File: src/rtl/dac_pkg.sv
// Shared definitions for the LTC2604 write path: command/address codes,
// default frame timing, sequencer state encoding and the queued word layout.
package dac_pkg;

    localparam logic [3:0] CMD_WRITE        = 4'b0000;
    localparam logic [3:0] CMD_UPDATE       = 4'b0001;
    localparam logic [3:0] CMD_WRITE_UPDATE = 4'b0011;
    localparam logic [3:0] CMD_POWER_DOWN   = 4'b0100;

    localparam logic [3:0] ADDR_A   = 4'b0000;
    localparam logic [3:0] ADDR_B   = 4'b0001;
    localparam logic [3:0] ADDR_C   = 4'b0010;
    localparam logic [3:0] ADDR_D   = 4'b0011;
    localparam logic [3:0] ADDR_ALL = 4'b1111;

    localparam int DEFAULT_DEPTH        = 8;
    localparam int DEFAULT_FRAME_CYCLES = 26;
    localparam int DEFAULT_GAP_CYCLES   = 2;

    typedef enum logic [1:0] {
        ST_IDLE   = 2'd0,
        ST_LAUNCH = 2'd1,
        ST_WAIT   = 2'd2
    } seq_state_t;

    typedef struct packed {
        logic [3:0]  cmd;
        logic [3:0]  addr;
        logic [15:0] value;
    } dac_word_t;

endpackage

File: src/rtl/dac_write_sequencer_if.sv
// Bus-side write request channel into the DAC write sequencer.
interface dac_write_sequencer_if;
    logic        wr_en;
    logic [3:0]  wr_cmd;
    logic [3:0]  wr_addr;
    logic [15:0] wr_value;
    logic        wr_ready;

    modport master (output wr_en, output wr_cmd, output wr_addr, output wr_value, input wr_ready);
    modport slave  (input wr_en, input wr_cmd, input wr_addr, input wr_value, output wr_ready);
endinterface

File: src/rtl/dac_cmd_fifo.sv
// Synchronous first-word-fall-through FIFO with occupancy level and flush.
// A push while full is ignored here; the caller decides how to report it.
module dac_cmd_fifo #(
    parameter int DEPTH = 8,
    parameter int WIDTH = 24
) (
    input  logic                     clk25,
    input  logic                     reset,
    input  logic                     push,
    input  logic                     pop,
    input  logic                     flush,
    input  logic [WIDTH-1:0]         din,
    output logic [WIDTH-1:0]         dout,
    output logic                     full,
    output logic                     empty,
    output logic [$clog2(DEPTH):0]   level
);
    localparam int AW = $clog2(DEPTH);
    localparam int LW = AW + 1;

    logic [WIDTH-1:0] mem_r [DEPTH];
    logic [AW-1:0]    wr_ptr_r;
    logic [AW-1:0]    rd_ptr_r;
    logic [LW-1:0]    level_r;
    logic             push_ok_s;
    logic             pop_ok_s;

    assign full  = (level_r == LW'(DEPTH));
    assign empty = (level_r == {LW{1'b0}});
    assign level = level_r;
    assign dout  = mem_r[rd_ptr_r];

    // Accept qualification: flush discards a same-cycle push
    always_comb begin
        push_ok_s = push && !full && !flush;
        pop_ok_s  = pop && !empty;
    end

    // Pointers and level
    always_ff @(posedge clk25) begin
        if (reset || flush) begin
            wr_ptr_r <= {AW{1'b0}};
            rd_ptr_r <= {AW{1'b0}};
            level_r  <= {LW{1'b0}};
        end else begin
            if (push_ok_s) wr_ptr_r <= wr_ptr_r + AW'(1);
            if (pop_ok_s)  rd_ptr_r <= rd_ptr_r + AW'(1);
            case ({push_ok_s, pop_ok_s})
                2'b10:   level_r <= level_r + LW'(1);
                2'b01:   level_r <= level_r - LW'(1);
                default: level_r <= level_r;
            endcase
        end
    end

    // Storage array, no reset needed since level gates visibility
    always_ff @(posedge clk25) begin
        if (push_ok_s) mem_r[wr_ptr_r] <= din;
    end

endmodule

File: src/rtl/dac_write_sequencer.sv
// Queues LTC2604 write requests and launches them one at a time into the SPI
// serializer, spacing launches by a fixed frame time since it has no done flag.
module dac_write_sequencer
    import dac_pkg::*;
#(
    parameter int DEPTH        = DEFAULT_DEPTH,
    parameter int FRAME_CYCLES = DEFAULT_FRAME_CYCLES,
    parameter int GAP_CYCLES   = DEFAULT_GAP_CYCLES
) (
    input  logic                     clk25,
    input  logic                     reset,
    dac_write_sequencer_if.slave     wr,
    input  logic                     flush,
    input  logic                     clear_overflow,
    output logic                     tx_data,
    output logic [3:0]               cmd,
    output logic [3:0]               addr,
    output logic [15:0]              value,
    output logic                     busy,
    output logic [$clog2(DEPTH):0]   fifo_level,
    output logic                     overflow,
    output logic [15:0]              frames_sent
);
    localparam int PACE = FRAME_CYCLES + GAP_CYCLES - 2;
    localparam int CW   = $clog2(PACE + 2);

    seq_state_t state_r;
    seq_state_t next_state_s;
    logic [CW-1:0] pace_cnt_r;
    logic          dispatch_s;
    logic          drop_s;
    logic          fifo_full_s;
    logic          fifo_empty_s;
    dac_word_t     wr_word_s;
    dac_word_t     head_s;
    logic [23:0]   head_raw_s;

    assign wr_word_s   = '{cmd: wr.wr_cmd, addr: wr.wr_addr, value: wr.wr_value};
    assign head_s      = dac_word_t'(head_raw_s);
    assign wr.wr_ready = !fifo_full_s;
    assign busy        = (state_r != ST_IDLE) || !fifo_empty_s;

    dac_cmd_fifo #(.DEPTH(DEPTH), .WIDTH(24)) u_fifo (
        .clk25 (clk25),
        .reset (reset),
        .push  (wr.wr_en),
        .pop   (dispatch_s),
        .flush (flush),
        .din   (wr_word_s),
        .dout  (head_raw_s),
        .full  (fifo_full_s),
        .empty (fifo_empty_s),
        .level (fifo_level)
    );

    // State register
    always_ff @(posedge clk25) begin
        if (reset) state_r <= ST_IDLE;
        else       state_r <= next_state_s;
    end

    // Next-state logic; the pacing counter reaching its last count ends the frame
    always_comb begin
        next_state_s = state_r;
        case (state_r)
            ST_IDLE:   next_state_s = fifo_empty_s ? ST_IDLE : ST_LAUNCH;
            ST_LAUNCH: next_state_s = ST_WAIT;
            ST_WAIT:   next_state_s = (pace_cnt_r <= CW'(1)) ? ST_IDLE : ST_WAIT;
            default:   next_state_s = ST_IDLE;
        endcase
    end

    // Output decode: dispatch pops the head; a write into a full FIFO is dropped
    always_comb begin
        dispatch_s = 1'b0;
        if (state_r == ST_IDLE) dispatch_s = !fifo_empty_s;
        else                    dispatch_s = 1'b0;
        drop_s = wr.wr_en && fifo_full_s && !flush;
    end

    // Registered serializer word, launch strobe, pacing counter and status
    always_ff @(posedge clk25) begin
        if (reset) begin
            tx_data     <= 1'b0;
            cmd         <= 4'd0;
            addr        <= 4'd0;
            value       <= 16'd0;
            pace_cnt_r  <= {CW{1'b0}};
            frames_sent <= 16'd0;
            overflow    <= 1'b0;
        end else begin
            tx_data  <= dispatch_s;
            overflow <= (overflow && !clear_overflow) || drop_s;
            if (dispatch_s) begin
                cmd         <= head_s.cmd;
                addr        <= head_s.addr;
                value       <= head_s.value;
                frames_sent <= frames_sent + 16'd1;
                pace_cnt_r  <= CW'(PACE);
            end else if (state_r == ST_WAIT && pace_cnt_r != {CW{1'b0}}) begin
                pace_cnt_r  <= pace_cnt_r - CW'(1);
            end
        end
    end

endmodule

File: src/flat_wrapper.sv
// flat-port wrapper written by rule: the top's interface ports become plain ports
module dac_write_sequencer_flat import dac_pkg::*;
#(
    parameter int DEPTH        = DEFAULT_DEPTH,
    parameter int FRAME_CYCLES = DEFAULT_FRAME_CYCLES,
    parameter int GAP_CYCLES   = DEFAULT_GAP_CYCLES
)
  (clk25, reset, flush, clear_overflow, tx_data, cmd, addr, value, busy, fifo_level, overflow, frames_sent, wr_wr_en, wr_wr_cmd, wr_wr_addr, wr_wr_value, wr_wr_ready);
  dac_write_sequencer_if wr_i ();
  input  logic clk25;
  input  logic reset;
  input  logic flush;
  input  logic clear_overflow;
  output logic tx_data;
  output logic [3:0] cmd;
  output logic [3:0] addr;
  output logic [15:0] value;
  output logic busy;
  output logic [$clog2(DEPTH):0] fifo_level;
  output logic overflow;
  output logic [15:0] frames_sent;
  input wire logic [$bits(wr_i.wr_en)-1:0] wr_wr_en;
  input wire logic [$bits(wr_i.wr_cmd)-1:0] wr_wr_cmd;
  input wire logic [$bits(wr_i.wr_addr)-1:0] wr_wr_addr;
  input wire logic [$bits(wr_i.wr_value)-1:0] wr_wr_value;
  output wire logic [$bits(wr_i.wr_ready)-1:0] wr_wr_ready;
  assign wr_i.wr_en = wr_wr_en;
  assign wr_i.wr_cmd = wr_wr_cmd;
  assign wr_i.wr_addr = wr_wr_addr;
  assign wr_i.wr_value = wr_wr_value;
  assign wr_wr_ready = wr_i.wr_ready;
  dac_write_sequencer #(.DEPTH(DEPTH), .FRAME_CYCLES(FRAME_CYCLES), .GAP_CYCLES(GAP_CYCLES)) u_core (.clk25(clk25), .reset(reset), .wr(wr_i), .flush(flush), .clear_overflow(clear_overflow), .tx_data(tx_data), .cmd(cmd), .addr(addr), .value(value), .busy(busy), .fifo_level(fifo_level), .overflow(overflow), .frames_sent(frames_sent));
endmodule
File: config.mk
export PLATFORM = sky130hd
export DESIGN_NAME = dac_write_sequencer_flat
export DESIGN_NICKNAME = d
export VERILOG_FILES = /design/src/rtl/dac_pkg.sv /design/src/rtl/dac_write_sequencer_if.sv /design/src/rtl/dac_cmd_fifo.sv /design/src/rtl/dac_write_sequencer.sv /design/src/flat_wrapper.sv
export SDC_FILE = /design/constraint.sdc
export NUM_CORES = 1
export LEC_CHECK = 0
export CAP_MARGIN = 30
export CORE_UTILIZATION = 52
export CTS_BUF_LIST = sky130_fd_sc_hd__clkbuf_8
export DETAILED_ROUTE_END_ITERATION = 6
export PLACE_DENSITY = 0.72
export SYNTH_ARGS = -nofsm -noshare
export SYNTH_HDL_FRONTEND = slang
export SYNTH_SLANG_ARGS = --single-unit
File: constraint.sdc
create_clock -name clk25 -period 11.4 [get_ports clk25]
set_input_delay 2.85 -clock clk25 [delete_from_list [all_inputs] [get_ports clk25]]
set_output_delay 2.85 -clock clk25 [all_outputs]
set_load 0.005 [all_outputs]
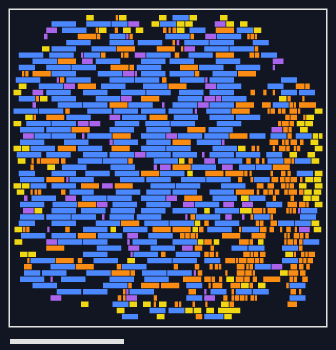
**Above:** run 1 (cells colored by class).
Bar = 50 um.
Key: purple = clock drivers and dummy loads [cells 73]; yellow = other buffers and delay cells [cells 88]; blue = flip-flops [cells 250]; orange = all other logic [cells 287]

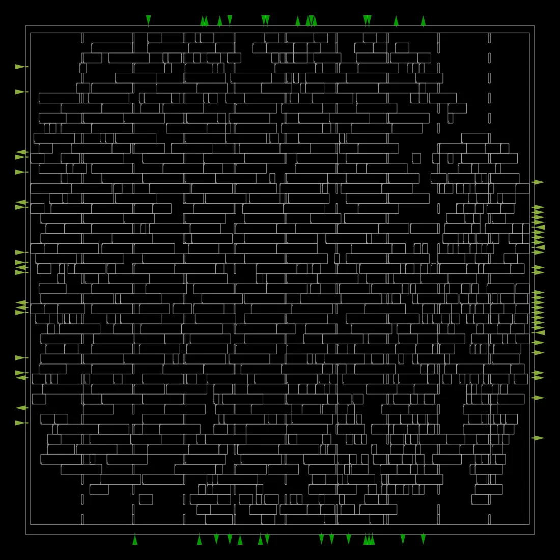
**Above:** run 1 (placed standard cells).
core area: 18000 sq um
number of fill cells: 1293
Rows: 49

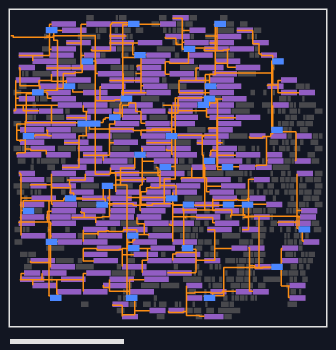
**Above:** run 1 (clock network drawn from the DEF).
Bar = 50 um.
Key: blue = cells driving clock nets [count 40]; purple = flip-flops [count 250]; orange = clock wires [length 2980 um]
Position of the flops: spread over the die.
Clock Power: 0.000675 W
Setup Skew: 12.8 ps
Latency at later pin: 530 ps
Clk pwr share: 36.2%

-- run 1: cell families (layout without fill, tap and decap cells) --
family / Yosys count / after routing / synth area share [%]
buffers and inverters: 38 / 169 / 2.03
adders and majority gates: 8 / 8 / 1.04
xor gates and xnor gates: 16 / 16 / 1.46
and+or+nand+nor: 149 / 149 / 8.35
AOI/OAI and AO/OA: 53 / 53 / 3.33
muxes: 53 / 53 / 11.8
DFF: 250 / 250 / 72.0
-- run 1: routing by layer --
layer  track usage (%)  wire length, um
met4              6.77              344
met2              34.3             9520
met1              26.6             7830
met3              4.54             1050
met5                 0                0
-- run 1: Yosys cell counts, types with 2 or more instances --
| library cell | number |
|---|---|
| a211oi_1 | 2 |
| a21oi_1 | 16 |
| and3_1 | 4 |
| buf_2 | 11 |
| buf_4 | 2 |
| buf_6 | 4 |
| clkbuf_1 | 12 |
| dfxtp_1 | 58 |
| edfxtp_1 | 192 |
| ha_1 | 8 |
| inv_1 | 7 |
| mux2_2 | 2 |
| mux2i_1 | 2 |
| mux4_2 | 48 |
| nand2_1 | 12 |
| nand2b_1 | 3 |
| nand3_1 | 11 |
| nand4_1 | 5 |
| nand4b_1 | 2 |
| nor2_1 | 54 |
| nor2b_1 | 5 |
| nor3_1 | 30 |
| nor3_2 | 2 |
| nor4_1 | 2 |
| nor4_4 | 3 |
| o21ai_0 | 5 |
| o22ai_1 | 25 |
| or2_2 | 2 |
| or3_1 | 4 |
| xnor2_1 | 8 |
| xor2_1 | 8 |
-- run 1: worst min-delay path, cell delays in order (launching register included) --
cell and delay (ps):
dfxtp_1 300, nor2_1 90, nor3_1 40
-- run 1: sequential cells by signal, indices dropped and copies added, names as in the netlist --
signal                  cells
u_core.value               16
u_core.frames_sent         16
u_core.tx_data              1
u_core.u_fifo.level         4
u_core.pace_cnt_r           5
u_core.state_r              1
u_core.addr                 4
u_core.u_fifo.mem_r       192
u_core.u_fifo.wr_ptr_r      3
u_core.overflow             1
u_core.u_fifo.rd_ptr_r      3
u_core.cmd                  4
-- run 1: final cells by class --
class,instances,share of cell area (%)
Sequential cell,250,61.0
Multi-Input combinational cell,279,22.2
Timing Repair Buffer,88,7.69
Clock buffer,42,5.09
Tap cell,229,2.52
Clock inverter,31,1.16
Inverter,8,0.264
-- run 1: per-stage QoR --
stage          instance area (sq um)  setup slack, ps  total power [W]  instances
2_1_floorplan                   9620             5730          0.00113        567
6_report                       11400             6340          0.00186        927
3_3_place_gp                   10600             5990          0.00120        852
3_5_place_dp                   10600             5930          0.00121        854
4_1_cts                        11400             6320          0.00189        927
5_1_grt                        11400             6250          0.00194        927
-- run 1: power by group through the flow --
stage / sequential (W) / combinational, W / clock (W)
CTS: 0.00102 / 0.000168 / 0.000695
finish: 0.00102 / 0.000165 / 0.000675
floorplan: 0.00104 / 0.0000933 / 0
global placement: 0.00104 / 0.000154 / 0
detailed placement: 0.00104 / 0.000167 / 0
global route: 0.00103 / 0.000181 / 0.000736
==> qor.yml, run 1 <==
clk_pin_slew_ps: 50
cts.path.max_buffers: 3
r2r_end: "u_core.u_fifo.level[2]$_SDFFE_PP0P_"
synthCells: 567
cts_setup_buffers: 0
ys_cells: 567
p_per_area_nw_per_um2: 164
status: "finished clean"
cts_sinks: 250
synthTopCellsByArea: "edfxtp_1, dfxtp_1, mux4_2"
ys_types: 49
slew_viol_final: 0
yosysChipArea_sq_um: 9620
dp_hpwl_um: 11200
grt_overflow: 0
fmax_mhz: 198
dieArea_sq_um: 19000
cts.repair.resized: 0
drc: 0
numCtsBuffers: 40
drv_cap: 0
setup_tns_ps: 0
**Run 1: selected gate families**

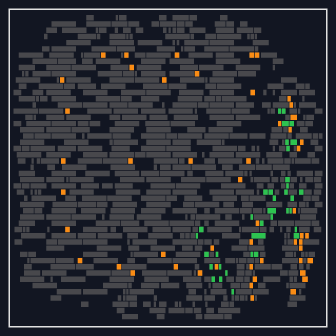

--- run 2 (diff from run 1) ---
clock period = 4.75 ns   (was 11.4 ns; I/O delays follow)
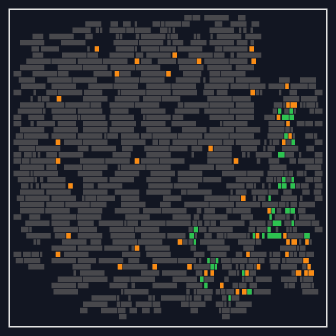
**Above:** run 2 (selected gate families).
Key: orange = inverting AOI/OAI gates [cells 51, most used o22ai_1, where spread over the die]; green = NAND gates [cells 36, most used nand2_1]

==> run 2 against run 1 <==
Critical path depth unchanged. Power up 140%. Largest power group unchanged. Highest routed layer unchanged. Hold slack better by 0.88 ps. First-iteration DRC count increased by 24%. Synthesized area is the same.
==> qor.yml, run 2 <==
status: "finished clean"
top_register: "u_core.u_fifo.mem_r"
slew_viol_final: 0
highest_layer: "met4"
r2r_end: "u_core.u_fifo.level[2]$_SDFFE_PP0P_"
final_cells: 929
numCtsBuffers: 41
yosysChipArea_sq_um: 9620
coreArea_sq_um: 18000
synthTopCellsByCount: "edfxtp_1, dfxtp_1, nor2_1, mux4_2, nor3_1"
cts.path.max_buffers: 3
synthTopCellsByArea: "edfxtp_1, dfxtp_1, mux4_2"
cts_setup_buffers: 0
cts_sinks: 250
p_per_area_nw_per_um2: 395
largest_registers: "u_core.u_fifo.mem_r x192, u_core.frames_sent x16, u_core.value x16"
met1_length_um: 8230
drc: 0
grt_overflow: 0
slowest_delay_ps: 710
worstSkewPairLatency_ps: 530
largest_reg_flops: 192
place_congestion: 0.802
dr.pass1.iters: 4
post_dp_cell_area_sq_um: 10700
clk_pin_slew_ps: 60
wl_met2_um: 9520
fin_total_pwr_w: 0.00450
top_cell: "edfxtp_1"
placed_cells: 854
maxSlewHeadroom_pct: 48.5
drv_cap: 0
skew_ps: 18.7
wl_met3_um: 809
ys_cells: 567
synthCells: 567
setup_tns_ps: 0
fillCellCount: 1293
cts.repair.resized: 0
ys_warn_count: 0
post-route-cell-area_sq_um: 11400
row_count: 49
fmax_mhz: 296
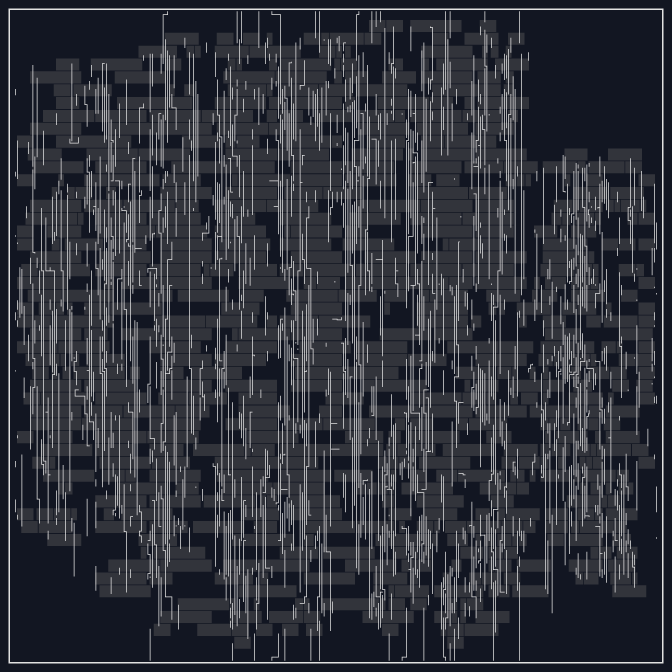
**Above:** run 2 (signal wires on met2).
Cells faint in the background.
The layer holds 51% of the routed length. The layer carries 9520 um of wire. 631 nets have wire on it.
WL final: 18800 um
global routing usage on met2: 35.0%
via count: 5288

==> run 2: cell count changes in the layout (fill, tap and decap cells not counted) <==
cell / change
clkinv_1: +3
clkinv_2: -3
buf_12: +2
buf_4: -2
clkbuf_8: +2
inv_1: +1
inv_6: -1
==> run 2: layout make-up <==
cell class / count / area, sq um / area share (%)
Inverter: 8 / 30.0 / 0.263
Clock inverter: 31 / 123 / 1.08
Sequential cell: 250 / 6930 / 60.8
Multi-Input combinational cell: 279 / 2520 / 22.1
Clock buffer: 44 / 606 / 5.31
Tap cell: 229 / 287 / 2.51
Timing Repair Buffer: 88 / 898 / 7.88
==> run 2: metrics by stage <==
step                      utilization [%]  setup WS, ps
after floorplan                         -           739
after global placement               59.0          1200
after detailed placement             59.2          1170
after CTS                            63.2          1330
after global routing                 63.2          1290
final                                63.2          1370
==> run 2: where the power goes <==
| group | switching [W] | internal (W) | total [W] | leakage, nW |
|---|---|---|---|---|
| registers | 0.0000437 | 0.00241 | 0.00246 | 2.21 |
| logic | 0.000196 | 0.000199 | 0.000395 | 1.08 |
| clock network | 0.000798 | 0.000851 | 0.00165 | 0.443 |
| total | 0.00104 | 0.00346 | 0.00450 | 3.73 |
==> run 2: worst min path at each step <==
stage,end,cells past startpoint,slack [ps]
after floorplan,u_core.pace_cnt_r[4]$_SDFFE_PP0P_,2,460
after global placement,u_core.value[9]$_SDFFE_PP0P_,2,480
after detailed placement,u_core.value[6]$_SDFFE_PP0P_,2,480
after CTS,u_core.value[6]$_SDFFE_PP0P_,2,490
after global routing,u_core.value[6]$_SDFFE_PP0P_,2,510
final,u_core.value[6]$_SDFFE_PP0P_,2,490
==> run 2: metal layers <==
layer  vias to the layer above  track usage [%]
met5                         -                0
met4                         0             6.88
met3                        24             3.95
met2                       151             35.0
met1                      2681             26.5
li1                       2432                -
==> run 2: cells by family after synthesis <==
group	synth area share, %
XOR/XNOR	1.46
AND/OR/NAND/NOR	8.35
multiplexers	11.8
AND-OR/OR-AND	3.33
flip-flops	72.0
buffers and inverters	2.03
adder cells (fa/ha/maj)	1.04
==> run 2: worst reg2reg max path, cell delays in order (launching register included) <==
cell and delay, ps:
dfxtp_1 410, or4_1 720, nand2_4 160, inv_2 280
ha_1 390, xor2_1 170, ha_1 190, a21oi_1 160
xor2_1 100, or3_1 310, a21oi_1 150
No activity file was given, so power comes from the tool's default toggle rates.
